Figure 1. Cell classes on the final placement.
Fill, decap, tap and diode cells in grey.
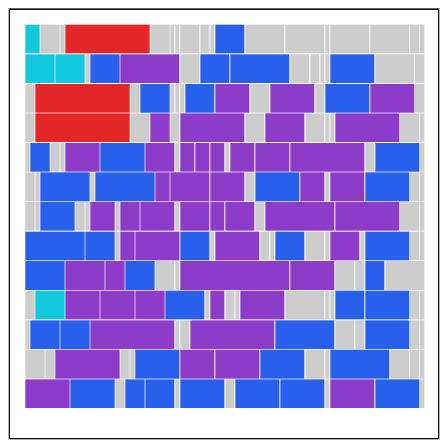
Figure 2. Routed clock nets over the placement.
The bar under the picture is 10 µm long.
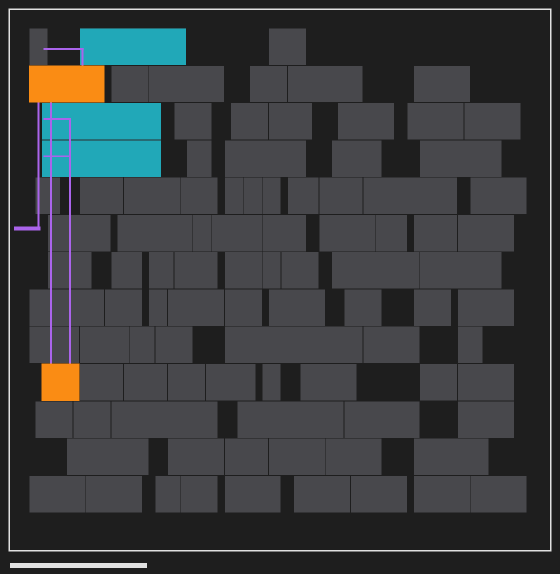
Figure 3. The clock network.
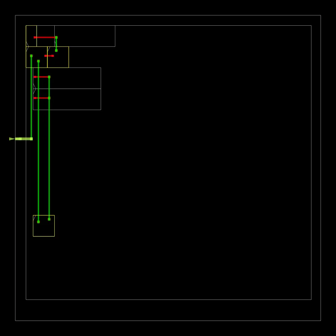
Figure 4. Cells by drive strength.
The bar under the picture is 10 µm long.
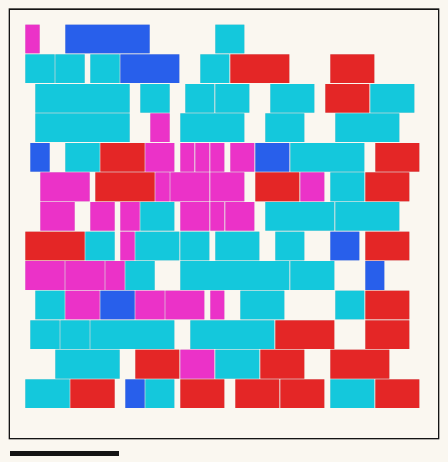
[config.mk]
export PLATFORM = sky130hd
export DESIGN_NAME = misc_v_control
export DESIGN_NICKNAME = d
export VERILOG_FILES = /design/src/rtl/misc_v_control.sv
export SDC_FILE = /design/constraint.sdc
export NUM_CORES = 1
export LEC_CHECK = 0
export CAP_MARGIN = 20
export CORE_UTILIZATION = 28
export DETAILED_ROUTE_END_ITERATION = 16
export GPL_TIMING_DRIVEN = 0
export PLACE_DENSITY = 0.88
export SLEW_MARGIN = 20
export SYNTH_ARGS = -nofsm -noshare
export SYNTH_HDL_FRONTEND = slang
export SYNTH_SLANG_ARGS = --single-unit
[constraint.sdc]
create_clock -name clk -period 2 [get_ports clk]
set_input_delay 0.6 -clock clk [delete_from_list [all_inputs] [get_ports clk]]
set_output_delay 0.6 -clock clk [all_outputs]
set_load 0.05 [all_outputs]
[src/rtl/misc_v_control.sv]
// rtl/misc_v_control.sv - multi-cycle control FSM for a 16-bit, 3-bit-opcode datapath
//
// Purpose: sequences FETCH -> DECODE -> EXEC -> (MEM) -> (WB) and drives the
// datapath selects for each step. The only state is the FSM register; every
// control output is decoded combinationally from state, opcode, alu_zero and
// mem_ready.
//
// Ports:
//   clk          system clock, rising edge
//   reset        synchronous, active-high reset
//   instruction  IR contents, opcode = instruction[2:0]
//   alu_zero     ALU result-equals-zero flag
//   mem_ready    memory completion, only looked at while mem_req=1
//   mem_req      memory access request
//   mem_we       memory write enable (with mem_req)
//   iord         memory address select: 0=PC, 1=ALUOut
//   ir_write     load IR from memory data
//   mdr_write    load MDR from memory data
//   pc_write     PC load enable
//   pc_src       PC source: 00=ALU, 01=ALUOut, 10=jump target
//   alu_src_a    ALU A: 0=PC, 1=rs
//   alu_src_b    ALU B: 00=rt, 01=const 2, 10=immediate
//   alu_op       00=add, 01=sub, 10=function field
//   reg_write    register file write enable
//   wb_sel       write-back source: 00=ALUOut, 01=MDR, 10=PC
//   state        current FSM state (debug)
//   retire       one-cycle pulse in the last cycle of each instruction

module misc_v_control (
    input  logic        clk,
    input  logic        reset,
    input  logic [15:0] instruction,
    input  logic        alu_zero,
    input  logic        mem_ready,
    output logic        mem_req,
    output logic        mem_we,
    output logic        iord,
    output logic        ir_write,
    output logic        mdr_write,
    output logic        pc_write,
    output logic [1:0]  pc_src,
    output logic        alu_src_a,
    output logic [1:0]  alu_src_b,
    output logic [1:0]  alu_op,
    output logic        reg_write,
    output logic [1:0]  wb_sel,
    output logic [2:0]  state,
    output logic        retire
);

    typedef enum logic [2:0] {
        S_FETCH  = 3'd0,
        S_DECODE = 3'd1,
        S_EXEC   = 3'd2,
        S_MEM    = 3'd3,
        S_WB     = 3'd4
    } state_t;

    localparam logic [2:0] OP_R     = 3'b000;
    localparam logic [2:0] OP_I     = 3'b001;
    localparam logic [2:0] OP_LOAD  = 3'b010;
    localparam logic [2:0] OP_STORE = 3'b011;
    localparam logic [2:0] OP_BEQ   = 3'b100;
    localparam logic [2:0] OP_BNE   = 3'b101;
    localparam logic [2:0] OP_J     = 3'b110;
    localparam logic [2:0] OP_JAL   = 3'b111;

    logic [2:0] opcode;
    state_t     next_state;
    logic       unused_instr_bits;

    assign opcode            = instruction[2:0];
    assign unused_instr_bits = ^instruction[15:3];

    always_ff @(posedge clk) begin
        if (reset) begin
            state <= S_FETCH;
        end else begin
            state <= next_state;
        end
    end

    // Outputs are gated by reset directly so a pending memory request is
    // dropped in the very cycle reset is seen, not one cycle later.
    always_comb begin
        mem_req    = 1'b0;
        mem_we     = 1'b0;
        iord       = 1'b0;
        ir_write   = 1'b0;
        mdr_write  = 1'b0;
        pc_write   = 1'b0;
        pc_src     = 2'b00;
        alu_src_a  = 1'b0;
        alu_src_b  = 2'b00;
        alu_op     = 2'b00;
        reg_write  = 1'b0;
        wb_sel     = 2'b00;
        retire     = 1'b0;
        next_state = S_FETCH;

        if (!reset) begin
            case (state)
                S_FETCH: begin
                    // PC <= PC + 2 through the ALU while the fetch completes
                    mem_req   = 1'b1;
                    alu_src_b = 2'b01;
                    if (mem_ready) begin
                        ir_write   = 1'b1;
                        pc_write   = 1'b1;
                        next_state = S_DECODE;
                    end else begin
                        next_state = S_FETCH;
                    end
                end
                S_DECODE: begin
                    // speculative branch target into ALUOut
                    alu_src_b  = 2'b10;
                    next_state = S_EXEC;
                end
                S_EXEC: begin
                    case (opcode)
                        OP_R: begin
                            alu_src_a  = 1'b1;
                            alu_op     = 2'b10;
                            next_state = S_WB;
                        end
                        OP_I: begin
                            alu_src_a  = 1'b1;
                            alu_src_b  = 2'b10;
                            alu_op     = 2'b10;
                            next_state = S_WB;
                        end
                        OP_LOAD, OP_STORE: begin
                            alu_src_a  = 1'b1;
                            alu_src_b  = 2'b10;
                            next_state = S_MEM;
                        end
                        OP_BEQ, OP_BNE: begin
                            alu_src_a  = 1'b1;
                            alu_op     = 2'b01;
                            pc_src     = 2'b01;
                            pc_write   = (opcode == OP_BEQ) ? alu_zero : ~alu_zero;
                            retire     = 1'b1;
                            next_state = S_FETCH;
                        end
                        default: begin
                            // j / jal: PC already holds PC+2, so the link
                            // write sees the return address this cycle
                            pc_write   = 1'b1;
                            pc_src     = 2'b10;
                            retire     = 1'b1;
                            if (opcode == OP_JAL) begin
                                reg_write = 1'b1;
                                wb_sel    = 2'b10;
                            end
                            next_state = S_FETCH;
                        end
                    endcase
                end
                S_MEM: begin
                    mem_req = 1'b1;
                    iord    = 1'b1;
                    mem_we  = (opcode == OP_STORE);
                    if (mem_ready) begin
                        if (opcode == OP_STORE) begin
                            retire     = 1'b1;
                            next_state = S_FETCH;
                        end else begin
                            mdr_write  = 1'b1;
                            next_state = S_WB;
                        end
                    end else begin
                        next_state = S_MEM;
                    end
                end
                S_WB: begin
                    reg_write  = 1'b1;
                    wb_sel     = (opcode == OP_LOAD) ? 2'b01 : 2'b00;
                    retire     = 1'b1;
                    next_state = S_FETCH;
                end
                default: begin
                    next_state = S_FETCH;
                end
            endcase
        end
    end

endmodule

==> impl_metrics.csv <==
group,metric,value,unit
pwr,p_comb,0.000211,W
logic_synthesis,edf_count,0,
route,dr.pass1.iters,4,
pwr,netSwitchingFraction,0.408,
global_routing,grt_pass1_wl,2210,µm
global_routing,grt_use_met3,0.0568,
logic_synthesis,yosysSeqAreaShare,0.153,
timing,worstMarginPinSlew,0.498,ns
critical_path,worst-path-buf-inv,2,
logic_synthesis,synth_cell_type_count,32,
clocking,cts.clk_slew.worst_paths,0.04,ns
clocking,cts_setup_buffers,8,
logic_synthesis,synth.most_common_cell,"nor2_1",
pwr,p_leak,0.430,nW
critical_path,path_max_fanout,4,
pwr,ir_worst_vdd,0.473,mV
placement,placedCellCount,96,
global_routing,grt_antenna_before_repair,0,
global_routing,grt_busiest_layer,"met2",
global_routing,grt_max_degree,11,
logic_synthesis,syn-num-nets,77,
pwr,cell_internal_pwr,0.000225,W
route,vias_per_cell,5.29,
global_routing,grt_use_total,0.219,
finish,layoutNonFillerInstCount,112,
logic_synthesis,async_flop_share,0,
clocking,cts_tree,"done",
placement,port_buffers,24,
floorplanning,io_pins,40,
floorplanning,dieWidth,39.4,µm
logic_synthesis,netlist_area,392,µm²
critical_path,cpMaxStageDelayCell,"or3_4",
timing,finalMaxSlewViolations,0,
pwr,p_seq,0.0000657,W
finish,drive_gt1_frac,0.722,
clocking,cts_buffers,3,
critical_path,crit_arrival,1.60,ns
pwr,maxPowerGroup,"combinational logic",
route,avgRoutedWirePerCell,14.9,µm
timing,setup_violations,12,
global_routing,grt_pass1_vias,492,
logic_synthesis,area_leaders,"dfxtp_1, nor2_1, buf_4",
clocking,cts.path.max_buffers,2,
timing,timing.final.ws_setup,-0.198,ns
placement,gp_congestion,0.782,
timing,finalClockPeriodUsage,1.10,
route,vias,592,
run,maxCapViolations,0,
finish,largest_reg_flops,3,
critical_path,criticalPathCategory,"primary input to output pin",
outcome,status,"complete, but fails checks",
outcome,violations,"negative setup slack",
clocking,cts_hold_buf,0,
route,drt-initial-drc-count,9,
critical_path,crit_family,"simple AND/OR/NAND/NOR gates",
logic_synthesis,syn_avg_cell_area,6.87,µm²
logic_synthesis,ys_area,392,µm²
clocking,clock_sinks,3,
hold_path,hold_class,"flop to flop",
finish,top_regs,"state x3",
pwr,p_switching,0.000155,W
logic_synthesis,top_area_cell,"dfxtp_1",
critical_path,cp-end-kind,"output pin",
finish,fin_nets,118,
Notes on Figure 1 above:
- flip-flops: red (cells 3; share of their area 6.9%)
- other buffers and delay cells: blue (cells 41; share of their area 41%)
- clock drivers and dummy loads: cyan (cells 4; share of their area 2.6%)
- all other logic: purple (cells 49; share of their area 49%)
area of the core: 1300 µm²
Finished Cell Area: 1020 µm²
final core utilization: 0.782
Rows: 13
fraction of area in registers: 0.0677

Notes on Figure 2 above:
- cells driving clock nets: orange (count 3)
- clock wires: purple (length 60.5 µm)
- flip-flops: cyan (count 3)
- routed clock nets: 4

Notes on Figure 3 above:
# clk buffers: 4
layout sequential cell count: 3
Worst-Skew Late Latency: 0.23 ns
Final Skew: 0.00538 ns
clk pwr: 0.000104 W

Notes on Figure 4 above:
- drive 6 and up: red (cells 21)
- drive 1 or less: magenta (cells 27)
- drive 3 to 4: cyan (cells 41)
- drive 2: blue (cells 8)
bufs w/o clock: 41
area growth from synthesis to layout: 160%

-- kinds of logic (layout without fill, tap and decap cells) --
group           Yosys count  after routing  share of synthesized area
compound gates           13             13                      0.240
xor+xnor                  1              1                     0.0224
buf+inv                   8             48                      0.112
flops                     3              3                      0.153
mux                       2              2                     0.0511
simple gates             30             30                      0.422
-- cells in the final DEF (no fill, tap or decap), types with 2 or more instances in the layout --
master	instances
buf_6	16
buf_4	13
nor2_4	6
buf_8	5
inv_1	3
clkbuf_4	3
buf_2	3
nand2_1	2
or2_4	2
nor3_4	2
nand2_4	2
nand2b_1	2
a21oi_4	2
mux2i_1	2
and2_4	2
nor2_1	2
clkdlybuf4s50_1	2
dfxtp_4	2
-- worst paths after layout --
path                                           from                  end  slack, ns  depth (start not counted)
worst max register to register  state[0]$_SDFF_PP0_  state[2]$_SDFF_PP0_       0.72                          5
worst min-delay path            state[1]$_SDFF_PP0_  state[2]$_SDFF_PP0_       0.58                          2
worst min register to register  state[1]$_SDFF_PP0_  state[2]$_SDFF_PP0_       0.58                          2
worst max-delay path                          reset             pc_write      -0.20                          5
-- area by class of cell --
cell class | count | area (µm²)
clock buffer | 4 | 26.3
inverter | 3 | 11.3
sequential | 3 | 68.8
buffer | 4 | 45.0
timing repair buffer | 37 | 364
multi-input combinational | 46 | 483
fill | 92 | 284
tap | 15 | 18.8
-- per-stage QoR --
step / hold slack [ns] / setup slack [ns] / cell area (µm²)
after global routing: 0.610 / -0.221 / 1020
after global placement: 0.555 / -1.32 / 836
after floorplan: 0.603 / -0.308 / 577
after detailed placement: 0.576 / -1.34 / 836
final: 0.581 / -0.198 / 1020
after CTS: 0.584 / -0.248 / 932
-- per-layer routing --
metal,share of wire,wire length [µm]
met2,0.58,967
met5,0,0
met4,0,0
met1,0.38,632
met3,0.041,68
No activity file was given, so power comes from the tool's default toggle rates.
